==> config.mk <==
export PLATFORM = sky130hd
export DESIGN_NAME = interrupt_sequencer
export DESIGN_NICKNAME = d
export VERILOG_FILES = /design/src/rtl/interrupt_sequencer.sv
export SDC_FILE = /design/constraint.sdc
export NUM_CORES = 1
export LEC_CHECK = 0
export CAP_MARGIN = 5
export CORE_MARGIN = 3
export CORE_UTILIZATION = 49
export CTS_CLUSTER_DIAMETER = 100
export DETAILED_ROUTE_END_ITERATION = 6
export GPL_TIMING_DRIVEN = 0
export PLACE_DENSITY = 0.86
export REMOVE_ABC_BUFFERS = 1
export SYNTH_ARGS = -nofsm -noshare
export SYNTH_HDL_FRONTEND = slang
export SYNTH_SLANG_ARGS = --single-unit
==> constraint.sdc <==
create_clock -name i_clk -period 5.7 [get_ports i_clk]
set_clock_uncertainty 0.05 [all_clocks]
set_input_delay 0.855 -clock i_clk [delete_from_list [all_inputs] [get_ports i_clk]]
set_output_delay 0.855 -clock i_clk [all_outputs]
set_load 0.005 [all_outputs]
==> src/rtl/interrupt_sequencer.sv <==
// Interrupt-entry sequencer: waits for a safe point, drains the pipeline, pushes
// the resume PC and flags, reads the 32-bit handler vector and redirects fetch.
module interrupt_sequencer #(
   parameter int unsigned PC_W         = 32,
   parameter int unsigned DATA_W       = 16,
   parameter int unsigned FLAG_W       = 3,
   parameter int unsigned VECTOR_ADDR  = 0,
   parameter int unsigned DRAIN_CYCLES = 2
) (
   input  logic              i_clk,
   input  logic              i_reset,
   input  logic              i_int_req,
   input  logic              i_pipeline_busy,
   input  logic              i_decode_imm,
   input  logic              i_branch_taken,
   input  logic [PC_W-1:0]   i_resume_pc,
   input  logic [FLAG_W-1:0] i_flags,
   input  logic              i_mem_grant,
   input  logic [DATA_W-1:0] i_mem_rdata,
   output logic              o_stall_fetch,
   output logic              o_flush_f_d,
   output logic              o_mem_req,
   output logic              o_mem_push,
   output logic [DATA_W-1:0] o_mem_addr,
   output logic [DATA_W-1:0] o_mem_wdata,
   output logic              o_pc_load,
   output logic [PC_W-1:0]   o_pc_value,
   output logic              o_int_ack,
   output logic              o_busy
);

   typedef enum logic [2:0] {
      S_IDLE,
      S_DRAIN,
      S_PUSH_HI,
      S_PUSH_LO,
      S_PUSH_FL,
      S_VEC_HI,
      S_VEC_LO,
      S_JUMP
   } state_t;

   localparam logic [2:0]        DRAIN_LAST  = 3'(DRAIN_CYCLES - 1);
   localparam logic [DATA_W-1:0] VEC_ADDR_HI = DATA_W'(VECTOR_ADDR);
   localparam logic [DATA_W-1:0] VEC_ADDR_LO = DATA_W'(VECTOR_ADDR + 1);

   state_t              state_q, state_d;
   logic                req_prev_q, req_prev_d;
   logic                pending_q, pending_d;
   logic [2:0]          cnt_q, cnt_d;
   logic [PC_W-1:0]     pc_q, pc_d;
   logic [FLAG_W-1:0]   flags_q, flags_d;
   logic [DATA_W-1:0]   vec_hi_q, vec_hi_d;
   logic [DATA_W-1:0]   vec_lo_q, vec_lo_d;
   logic                leave_idle;

   always_comb begin
      state_d    = state_q;
      req_prev_d = i_int_req;
      cnt_d      = cnt_q;
      pc_d       = pc_q;
      flags_d    = flags_q;
      vec_hi_d   = vec_hi_q;
      vec_lo_d   = vec_lo_q;
      leave_idle = 1'b0;
      case (state_q)
         S_IDLE: begin
            if (pending_q && !i_pipeline_busy && !i_decode_imm && !i_branch_taken) begin
               state_d    = S_DRAIN;
               cnt_d      = '0;
               leave_idle = 1'b1;
            end
         end
         S_DRAIN: begin
            if (cnt_q == DRAIN_LAST) begin
               pc_d    = i_resume_pc;
               flags_d = i_flags;
               cnt_d   = '0;
               state_d = S_PUSH_HI;
            end else begin
               cnt_d = cnt_q + 3'd1;
            end
         end
         S_PUSH_HI: if (i_mem_grant) state_d = S_PUSH_LO;
         S_PUSH_LO: if (i_mem_grant) state_d = S_PUSH_FL;
         S_PUSH_FL: if (i_mem_grant) state_d = S_VEC_HI;
         S_VEC_HI: begin
            if (i_mem_grant) begin
               vec_hi_d = i_mem_rdata;
               state_d  = S_VEC_LO;
            end
         end
         S_VEC_LO: begin
            if (i_mem_grant) begin
               vec_lo_d = i_mem_rdata;
               state_d  = S_JUMP;
            end
         end
         S_JUMP:  state_d = S_IDLE;
         default: state_d = S_IDLE;
      endcase
      // a new edge in the same cycle as the clear keeps the request pending
      pending_d = (i_int_req & ~req_prev_q) | (pending_q & ~leave_idle);
   end

   always_ff @(posedge i_clk or posedge i_reset) begin
      if (i_reset) begin
         state_q    <= S_IDLE;
         req_prev_q <= 1'b0;
         pending_q  <= 1'b0;
         cnt_q      <= '0;
         pc_q       <= '0;
         flags_q    <= '0;
         vec_hi_q   <= '0;
         vec_lo_q   <= '0;
      end else begin
         state_q    <= state_d;
         req_prev_q <= req_prev_d;
         pending_q  <= pending_d;
         cnt_q      <= cnt_d;
         pc_q       <= pc_d;
         flags_q    <= flags_d;
         vec_hi_q   <= vec_hi_d;
         vec_lo_q   <= vec_lo_d;
      end
   end

   always_comb begin
      o_stall_fetch = (state_q != S_IDLE) && (state_q != S_JUMP);
      o_flush_f_d   = (state_q == S_DRAIN) || (state_q == S_JUMP);
      o_mem_req     = 1'b0;
      o_mem_push    = 1'b0;
      o_mem_addr    = '0;
      o_mem_wdata   = '0;
      o_pc_load     = 1'b0;
      o_pc_value    = '0;
      o_int_ack     = 1'b0;
      o_busy        = (state_q != S_IDLE);
      case (state_q)
         S_PUSH_HI: begin
            o_mem_req   = 1'b1;
            o_mem_push  = 1'b1;
            o_mem_wdata = pc_q[PC_W-1:DATA_W];
         end
         S_PUSH_LO: begin
            o_mem_req   = 1'b1;
            o_mem_push  = 1'b1;
            o_mem_wdata = pc_q[DATA_W-1:0];
         end
         S_PUSH_FL: begin
            o_mem_req   = 1'b1;
            o_mem_push  = 1'b1;
            o_mem_wdata = {{(DATA_W-FLAG_W){1'b0}}, flags_q};
         end
         S_VEC_HI: begin
            o_mem_req  = 1'b1;
            o_mem_addr = VEC_ADDR_HI;
         end
         S_VEC_LO: begin
            o_mem_req  = 1'b1;
            o_mem_addr = VEC_ADDR_LO;
         end
         S_JUMP: begin
            o_pc_load  = 1'b1;
            o_pc_value = {vec_hi_q, vec_lo_q};
            o_int_ack  = 1'b1;
         end
         default: ;
      endcase
   end

endmodule

==> images/gate_families.png <==
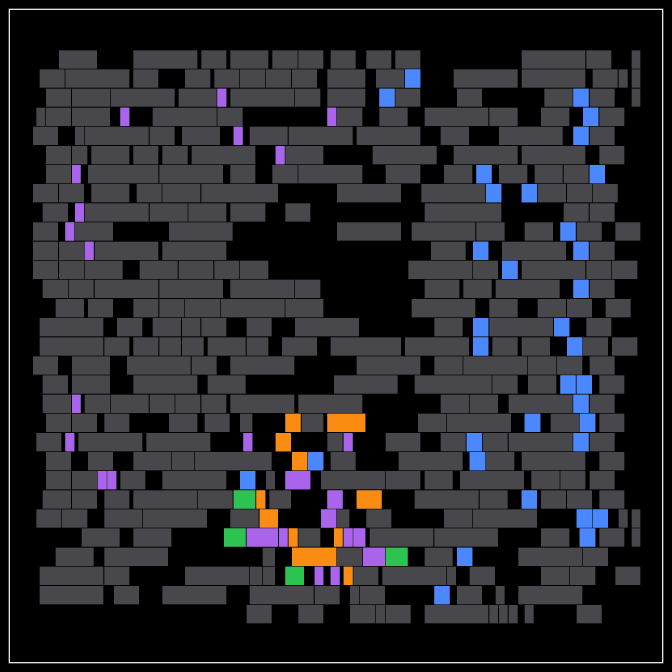
legend:
  AND and OR gates:
    colour: blue
    cells: 34
  NOR gates:
    colour: purple
    cells: 25
  AND-OR and OR-AND gates:
    colour: green
    cells: 4
    where: bottom middle
  NAND gates:
    colour: orange
    cells: 11
    where: bottom middle
fraction of area in multi-input gates: 31.9%
fin cells: 491
top logic cell by instance count in the layout: clkdlybuf4s50_1

==> images/cell_classes.png <==
Scale bar: 20 um.
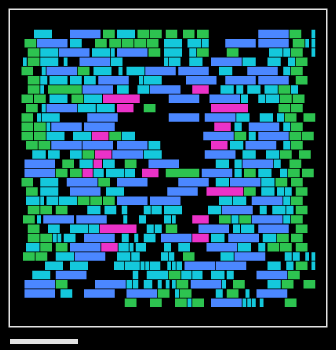
legend:
  flops:
    colour: blue
    cells: 75
    share_of_their_area: 38%
  clock drivers and dummy loads:
    colour: magenta
    cells: 16
    share_of_their_area: 5.5%
  all other logic:
    colour: cyan
    cells: 189
    share_of_their_area: 33%
  other buffers and delay cells:
    colour: green
    cells: 115
    share_of_their_area: 24%
sequential fraction of total cell area: 36.8%
num rows: 30
end-of-flow core utilization: 72.3%

==> impl_results.html <==
<h3>Flow metrics</h3>
<table>
<tr><th>Metric</th><th>Value</th></tr>
<tr><th colspan="2">Run status</th></tr>
<tr><td>Run status</td><td>finished, final reports clean</td></tr>
<tr><th colspan="2">Drt</th></tr>
<tr><td>DR vias</td><td>approximately 2.4k</td></tr>
<tr><td>Post-detailed-route DRC marker count</td><td>0</td></tr>
<tr><td>Number of DRC markers after the initial detailed-route iteration</td><td>about 57</td></tr>
<tr><th colspan="2">GRT</th></tr>
<tr><td>Overall track demand over capacity in global routing</td><td>about a fifth</td></tr>
<tr><td>Global-route wire length before repair</td><td>roughly 13 mm</td></tr>
<tr><th colspan="2">Finish</th></tr>
<tr><td>Total Nets Final</td><td>between 400 and 500</td></tr>
<tr><td>Registers</td><td>~75</td></tr>
<tr><td>Multi-input combinational cell count</td><td>~190</td></tr>
<tr><th colspan="2">Clock network</th></tr>
<tr><td>Post-CTS resize count</td><td>0</td></tr>
<tr><td>Number of buffers on the longest clock path</td><td>2</td></tr>
<tr><td># clock sinks</td><td>about 75</td></tr>
<tr><td>Root Buffer Master</td><td>clkbuf_8</td></tr>
<tr><td>Clk slew on worst S/H paths</td><td>about 0.08 ns</td></tr>
<tr><th colspan="2">Die</th></tr>
<tr><td>Placeable core region</td><td>slightly above 0.007 mm^2</td></tr>
<tr><td>Top Ports</td><td>between 100 and 150</td></tr>
<tr><th colspan="2">Timing</th></tr>
<tr><td>Finish-stage setup viols</td><td>0</td></tr>
<tr><td>Worst hold slack after final layout</td><td>between 0.4 and 0.5 ns</td></tr>
<tr><td>Fin worst setup slack</td><td>between 1.5 and 2 ns</td></tr>
<tr><td>Share of the clock period used by the worst path after layout</td><td>roughly two thirds</td></tr>
<tr><th colspan="2">Pwr</th></tr>
<tr><td>Final Total Pwr</td><td>between 2 and 3 mW</td></tr>
<tr><th colspan="2">Yosys</th></tr>
<tr><td>Fraction of the yosys area taken by sequential cells</td><td>51.0%</td></tr>
<tr><td>Synth top area share</td><td>51.0%</td></tr>
<tr><td>Post-synth EDFFs</td><td>0</td></tr>
<tr><td>Number of cell instances after yosys synthesis</td><td>283</td></tr>
<tr><th colspan="2">Worst setup path</th></tr>
<tr><td>Critical path destination</td><td>o_pc_value[8]</td></tr>
<tr><td>Worst endpoint required time</td><td>~4.8 ns</td></tr>
</table>
==> images/final_congestion.png <==
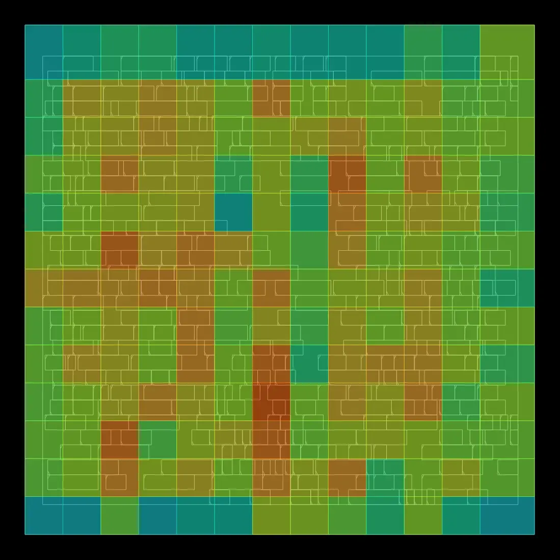
Global Route met3 Usage: 7.47%
met2 capacity usage during global routing: 28.8%
most used routing layer in global routing: met2

-- worst max-delay path, cell delays in order, from the launching register on --
cell	delay [ns]
dfrtp_1	0.84
buf_16	0.24
and3_1	0.81
and2_1	0.25
clkdlybuf4s50_1	0.50
-- sequential cells by signal, indices dropped and copies added, names as in the netlist --
signal      cells
pending_q       1
state_q         3
vec_hi_q       16
pc_q           32
vec_lo_q       16
flags_q         3
cnt_q           3
req_prev_q      1
-- report_power, final --
group	leakage, nW	internal [mW]	switching (mW)
sequential	0.889	0.791	0.173
clock	0.133	0.348	0.198
combinational	1.24	0.660	0.350
total	2.26	1.80	0.721
-- cells in the mapped netlist (2+ instances only) --
| master | n |
|---|---|
| dfrtp_1 | 75 |
| buf_6 | 3 |
| nand2b_1 | 3 |
| mux2_4 | 29 |
| nand2_1 | 4 |
| clkbuf_1 | 3 |
| mux2i_1 | 16 |
| nor2_1 | 19 |
| buf_2 | 10 |
| o21ai_0 | 2 |
| o2bb2ai_1 | 3 |
| a22o_1 | 3 |
| nor2b_1 | 2 |
| mux2_2 | 39 |
| inv_1 | 4 |
| and2_1 | 32 |
| a21oi_1 | 3 |
| and3_1 | 2 |
| buf_4 | 16 |
-- routing by layer --
| metal | vias to the layer above | global-route usage, % | wire length (um) |
|---|---|---|---|
| met5 | - | 0 | 0 |
| met4 | 0 | 4.76 | 47 |
| met3 | 5 | 7.47 | 691 |
| met2 | 105 | 28.8 | 3600 |
| met1 | 1182 | 24.8 | 3350 |
| li1 | 1155 | - | - |
-- cell families after synthesis --
logic type      Yosys count  synth area share (%)
compound gates           16                  3.19
buf+inv                  37                  6.35
flops                    75                  51.0
mux                      84                  28.1
other cells               1                 0.102
simple gates             70                  11.3
No activity file was given, so power comes from the tool's default toggle rates.
